--- src/rtl/cpu_controller_pkg.sv ---
// Shared opcode, ALU-select and FSM state definitions for the CPU control unit.
package cpu_pkg;

  localparam logic [3:0] OP_NOOP  = 4'h0;
  localparam logic [3:0] OP_STORE = 4'h1;
  localparam logic [3:0] OP_LOAD  = 4'h2;
  localparam logic [3:0] OP_ADD   = 4'h3;
  localparam logic [3:0] OP_SUB   = 4'h4;
  localparam logic [3:0] OP_HALT  = 4'h5;

  localparam logic [3:0] ALU_PASS = 4'd0;
  localparam logic [3:0] ALU_ADD  = 4'd1;
  localparam logic [3:0] ALU_SUB  = 4'd2;

  typedef enum logic [3:0] {
    INIT   = 4'd0,
    FETCH  = 4'd1,
    DECODE = 4'd2,
    LOAD_A = 4'd3,
    LOAD_B = 4'd4,
    STORE  = 4'd5,
    ADD    = 4'd6,
    SUB    = 4'd7,
    HALT   = 4'd8
  } state_t;

endpackage

--- src/rtl/cpu_controller_if.sv ---
// Instruction-fetch and datapath control bundle between the controller and the core.
interface cpu_controller_if #(
  parameter int PC_W = 7,
  parameter int IW   = 16,
  parameter int DAW  = 8
);
  logic [PC_W-1:0] IM_addr;
  logic            IM_rd;
  logic [IW-1:0]   IM_data;
  logic [DAW-1:0]  D_Addr;
  logic            D_wr;
  logic            RF_s;
  logic [3:0]      RF_W_addr;
  logic            RF_W_en;
  logic [3:0]      RF_Ra_addr;
  logic [3:0]      RF_Rb_addr;
  logic [3:0]      Alu_s0;
  logic            halted;
  logic [3:0]      state_o;

  modport master (
    output IM_addr, IM_rd, D_Addr, D_wr, RF_s, RF_W_addr, RF_W_en,
           RF_Ra_addr, RF_Rb_addr, Alu_s0, halted, state_o,
    input  IM_data
  );

  modport slave (
    input  IM_addr, IM_rd, D_Addr, D_wr, RF_s, RF_W_addr, RF_W_en,
           RF_Ra_addr, RF_Rb_addr, Alu_s0, halted, state_o,
    output IM_data
  );
endinterface

--- src/rtl/cpu_controller_pc_reg.sv ---
// Program counter with asynchronous reset, synchronous clear and wrapping increment.
module pc_reg #(
  parameter int W = 7
) (
  input  logic         clk,
  input  logic         reset,
  input  logic         clr,
  input  logic         inc,
  output logic [W-1:0] pc
);

  // Increment wraps naturally from all-ones back to zero.
  always_ff @(posedge clk or posedge reset) begin
    if (reset) begin
      pc <= '0;
    end else if (clr) begin
      pc <= '0;
    end else if (inc) begin
      pc <= pc + W'(1);
    end
  end

endmodule

--- src/rtl/cpu_controller.sv ---
// Multi-cycle Moore control unit: fetches from an async ROM and sequences the datapath.
module cpu_controller
  import cpu_pkg::*;
#(
  parameter int PC_W = 7,
  parameter int IW   = 16,
  parameter int DAW  = 8
) (
  input  logic             clk,
  input  logic             reset,
  cpu_controller_if.master bus
);

  state_t          state, next_state;
  logic [IW-1:0]   ir;
  logic [PC_W-1:0] pc;
  logic [3:0]      opcode;

  assign opcode = ir[15:12];

  pc_reg #(.W(PC_W)) u_pc (
    .clk   (clk),
    .reset (reset),
    .clr   (state == INIT),
    .inc   (state == FETCH),
    .pc    (pc)
  );

  always_ff @(posedge clk or posedge reset) begin
    if (reset) begin
      state <= INIT;
    end else begin
      state <= next_state;
    end
  end

  // IR only changes on the FETCH edge, so outputs never see IM_data directly.
  always_ff @(posedge clk or posedge reset) begin
    if (reset) begin
      ir <= '0;
    end else if (state == FETCH) begin
      ir <= bus.IM_data;
    end
  end

  always_comb begin
    next_state = state;
    case (state)
      INIT:    next_state = FETCH;
      FETCH:   next_state = DECODE;
      DECODE: begin
        case (opcode)
          OP_STORE: next_state = STORE;
          OP_LOAD:  next_state = LOAD_A;
          OP_ADD:   next_state = ADD;
          OP_SUB:   next_state = SUB;
          OP_HALT:  next_state = HALT;
          default:  next_state = FETCH;
        endcase
      end
      LOAD_A:  next_state = LOAD_B;
      LOAD_B:  next_state = FETCH;
      STORE:   next_state = FETCH;
      ADD:     next_state = FETCH;
      SUB:     next_state = FETCH;
      HALT:    next_state = HALT;
      default: next_state = INIT;
    endcase
  end

  always_comb begin
    bus.IM_addr    = '0;
    bus.IM_rd      = 1'b0;
    bus.D_Addr     = '0;
    bus.D_wr       = 1'b0;
    bus.RF_s       = 1'b0;
    bus.RF_W_addr  = '0;
    bus.RF_W_en    = 1'b0;
    bus.RF_Ra_addr = '0;
    bus.RF_Rb_addr = '0;
    bus.Alu_s0     = ALU_PASS;
    bus.halted     = 1'b0;
    bus.state_o    = state;
    case (state)
      FETCH: begin
        bus.IM_addr = pc;
        bus.IM_rd   = 1'b1;
      end
      STORE: begin
        bus.D_Addr     = DAW'(ir[11:4]);
        bus.RF_Ra_addr = ir[3:0];
        bus.D_wr       = 1'b1;
      end
      // LOAD_A gives the synchronous-read data memory a cycle before write-back.
      LOAD_A, LOAD_B: begin
        bus.D_Addr    = DAW'(ir[11:4]);
        bus.RF_s      = 1'b1;
        bus.RF_W_addr = ir[3:0];
        bus.RF_W_en   = (state == LOAD_B);
      end
      ADD, SUB: begin
        bus.RF_Ra_addr = ir[11:8];
        bus.RF_Rb_addr = ir[7:4];
        bus.RF_W_addr  = ir[3:0];
        bus.RF_W_en    = 1'b1;
        bus.Alu_s0     = (state == ADD) ? ALU_ADD : ALU_SUB;
      end
      HALT:    bus.halted = 1'b1;
      default: ;
    endcase
  end

endmodule

--- src/flat_wrapper.sv ---
// flat-port wrapper written by rule: the top's interface ports become plain ports
module cpu_controller_flat import cpu_pkg::*;
#(
  parameter int PC_W = 7,
  parameter int IW   = 16,
  parameter int DAW  = 8
)
  (clk, reset, bus_IM_addr, bus_IM_rd, bus_D_Addr, bus_D_wr, bus_RF_s, bus_RF_W_addr, bus_RF_W_en, bus_RF_Ra_addr, bus_RF_Rb_addr, bus_Alu_s0, bus_halted, bus_state_o, bus_IM_data);
  cpu_controller_if #(.PC_W(PC_W), .IW(IW), .DAW(DAW)) bus_i ();
  input  logic clk;
  input  logic reset;
  output wire logic [$bits(bus_i.IM_addr)-1:0] bus_IM_addr;
  output wire logic [$bits(bus_i.IM_rd)-1:0] bus_IM_rd;
  output wire logic [$bits(bus_i.D_Addr)-1:0] bus_D_Addr;
  output wire logic [$bits(bus_i.D_wr)-1:0] bus_D_wr;
  output wire logic [$bits(bus_i.RF_s)-1:0] bus_RF_s;
  output wire logic [$bits(bus_i.RF_W_addr)-1:0] bus_RF_W_addr;
  output wire logic [$bits(bus_i.RF_W_en)-1:0] bus_RF_W_en;
  output wire logic [$bits(bus_i.RF_Ra_addr)-1:0] bus_RF_Ra_addr;
  output wire logic [$bits(bus_i.RF_Rb_addr)-1:0] bus_RF_Rb_addr;
  output wire logic [$bits(bus_i.Alu_s0)-1:0] bus_Alu_s0;
  output wire logic [$bits(bus_i.halted)-1:0] bus_halted;
  output wire logic [$bits(bus_i.state_o)-1:0] bus_state_o;
  input wire logic [$bits(bus_i.IM_data)-1:0] bus_IM_data;
  assign bus_IM_addr = bus_i.IM_addr;
  assign bus_IM_rd = bus_i.IM_rd;
  assign bus_D_Addr = bus_i.D_Addr;
  assign bus_D_wr = bus_i.D_wr;
  assign bus_RF_s = bus_i.RF_s;
  assign bus_RF_W_addr = bus_i.RF_W_addr;
  assign bus_RF_W_en = bus_i.RF_W_en;
  assign bus_RF_Ra_addr = bus_i.RF_Ra_addr;
  assign bus_RF_Rb_addr = bus_i.RF_Rb_addr;
  assign bus_Alu_s0 = bus_i.Alu_s0;
  assign bus_halted = bus_i.halted;
  assign bus_state_o = bus_i.state_o;
  assign bus_i.IM_data = bus_IM_data;
  cpu_controller #(.PC_W(PC_W), .IW(IW), .DAW(DAW)) u_core (.clk(clk), .reset(reset), .bus(bus_i));
endmodule
--- config.mk ---
export PLATFORM = sky130hd
export DESIGN_NAME = cpu_controller_flat
export DESIGN_NICKNAME = d
export VERILOG_FILES = /design/src/rtl/cpu_controller_pkg.sv /design/src/rtl/cpu_controller_if.sv /design/src/rtl/cpu_controller_pc_reg.sv /design/src/rtl/cpu_controller.sv /design/src/flat_wrapper.sv
export SDC_FILE = /design/constraint.sdc
export NUM_CORES = 1
export LEC_CHECK = 0
export ABC_AREA = 1
export ABC_CLOCK_PERIOD_IN_PS = 2380
export CORE_MARGIN = 5
export CORE_UTILIZATION = 47
export CTS_CLUSTER_DIAMETER = 60
export DETAILED_ROUTE_END_ITERATION = 7
export PLACE_DENSITY = 0.83
export SYNTH_ARGS = -nofsm -noshare
export SYNTH_HDL_FRONTEND = slang
export SYNTH_SLANG_ARGS = --single-unit
--- constraint.sdc ---
create_clock -name clk -period 2.38 [get_ports clk]
set_clock_uncertainty 0.2 [all_clocks]
set_input_delay 0.238 -clock clk [delete_from_list [all_inputs] [get_ports clk]]
set_output_delay 0.238 -clock clk [all_outputs]
set_load 0.05 [all_outputs]
### Routed clock nets over the placement, run 1

The bar under the picture is 20 µm long.
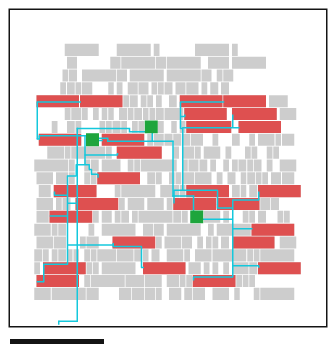
legend:
  cells driving clock nets:
    color: green
    count: 3
  clock wires:
    color: cyan
    length: 331 µm
  flip-flops:
    color: red
    count: 27
routed clock nets: 4
Clk Latency, worst-skew pair: 0.33 ns
clock share of power: 5.8%

### Cell outlines without signal wires, run 1

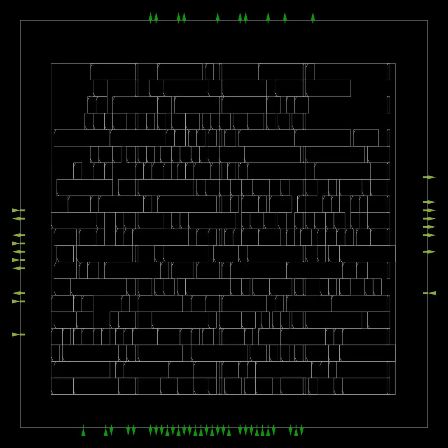
Cell Count, Final, Fillers Out: 316
Fillers: 212
Finished Core Util: 77.9%
Rows: 20
Seq area share: 28.3%

### Routed metal, one color a layer, run 1

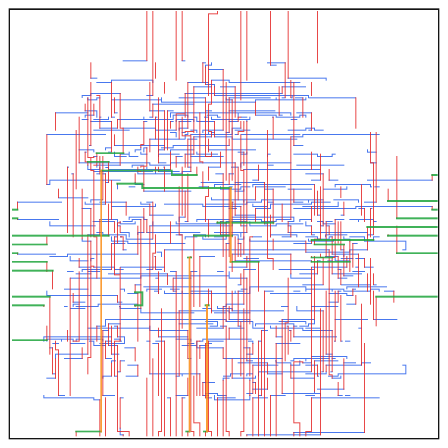
legend:
  met1:
    color: blue
    wire_length: 1800 µm
  met3:
    color: green
    wire_length: 192 µm
  met4:
    color: orange
    wire_length: 99.3 µm
  met2:
    color: red
    wire_length: 1900 µm
DR vias: 1518
Total GRT Usage: 20.0%
WL final: 4.00 mm

==> CHANGELOG.md <==
## Flow update

* Outcome: finished, final reports clean
* Commonest Layout Cell: nand2_1
* Root Buffer: clkbuf_4
* RSZ-0062 raised after global routing: no
* Post-route ant nets at 0
* Worst EP required at 1.94 ns
* Sequential cell area at between 600 and 700 µm²
* Clock buf count at 4
* Power share of the sequential group at between 20% and 30%
* N_taps at 44
* Final period util at a little over nine tenths
* Fin. max-slew vios at 0
* Top cells by area: dfrtp_1 (44%), nand2_1 (14%), inv_1 (9.6%), nor2_1 (5.7%), o21ai_0 (4.3%)
* Delay of the slowest critical-path stage at between 0.4 and 0.5 ns
* # nets final at around 290
* Synth Seq Share at 44.4%
* Bufs on Longest Clock Path at 2
* Crit path arrival time at 1.82 ns
* Fin area at 0.00240 mm²
* P_comb at approximately 2.4 mW
* DR iter-0 viols at about 140
* Cell Area, Placed at roughly 0.0023 mm²
* M3 GR Usage at approximately 3.4%
* Invs w/o clock at around 42
* Max Cap Viol at 0
* Die height at 66.9 µm
* Dominant comb cell: simple AND/OR/NAND/NOR gates
* Slew @ Worst Pin at around 0.52 ns
* Critical path class: reg -> out
* Num CTS Buffers at 3
* Placed insts at around 310
* DR pass1 iterations at 4
* Critical path endpoint category: output port
* Stages on the worst setup path at 4
* Crit path max fanout at 7
* Biggest consumer: combinational cells
* WL met1 at around 1.8 mm
* RR Startpoint: u_core.bus.state_o[3]
* Comb power frac at a little under three quarters
* Dpl ws at between 0.3 and 0.4 ns
* Rel. slew slack at roughly two thirds
* Top sig layer: met4
* Sw frac at around 54%
* Number of enable flip-flop cells at 0
* Flops & latches, synth at 27
* Total grt overflow at 0
* Comb_multi_in at around 140
* Adder share at less than 1%
* Post_cts resized at 0
* Syn avg cell area at just over 7 µm²
* Share of synthesized registers carrying an async set or reset at 100%
* AND-OR/OR-AND Cells, Area Fraction at under 10%
* Hold buffers post-CTS at 0
* Via density at around 4.8
* DR WL met3 at between 150 and 200 µm
* I/O pin cnt at between 50 and 60
* Global routing usage on met2 at 31.1%
* Clock group power at approximately 200 µW
* Global-route wire length before repair at roughly 6.7 mm
* Antenna violations before repair at 0
* GPL Wtd Cong at about 0.91
* Die X at between 60 and 70 µm
* Clock-pin slew of the registers on the worst-case setup and hold paths at 0.14 ns
* Start point of the critical path: u_core.bus.state_o[3]
* Clock sinks at 27
* Vias in the first global route at roughly 1400
* # diodes at 0
* Yosys warning total at 0
* Mux cell area share after synthesis at 0%
* Worst IR drop on VDD at 0.00103 V
* Final hold vios at 0
* Number of sequential cells at 27
No activity file was given, so power comes from the tool's default toggle rates.
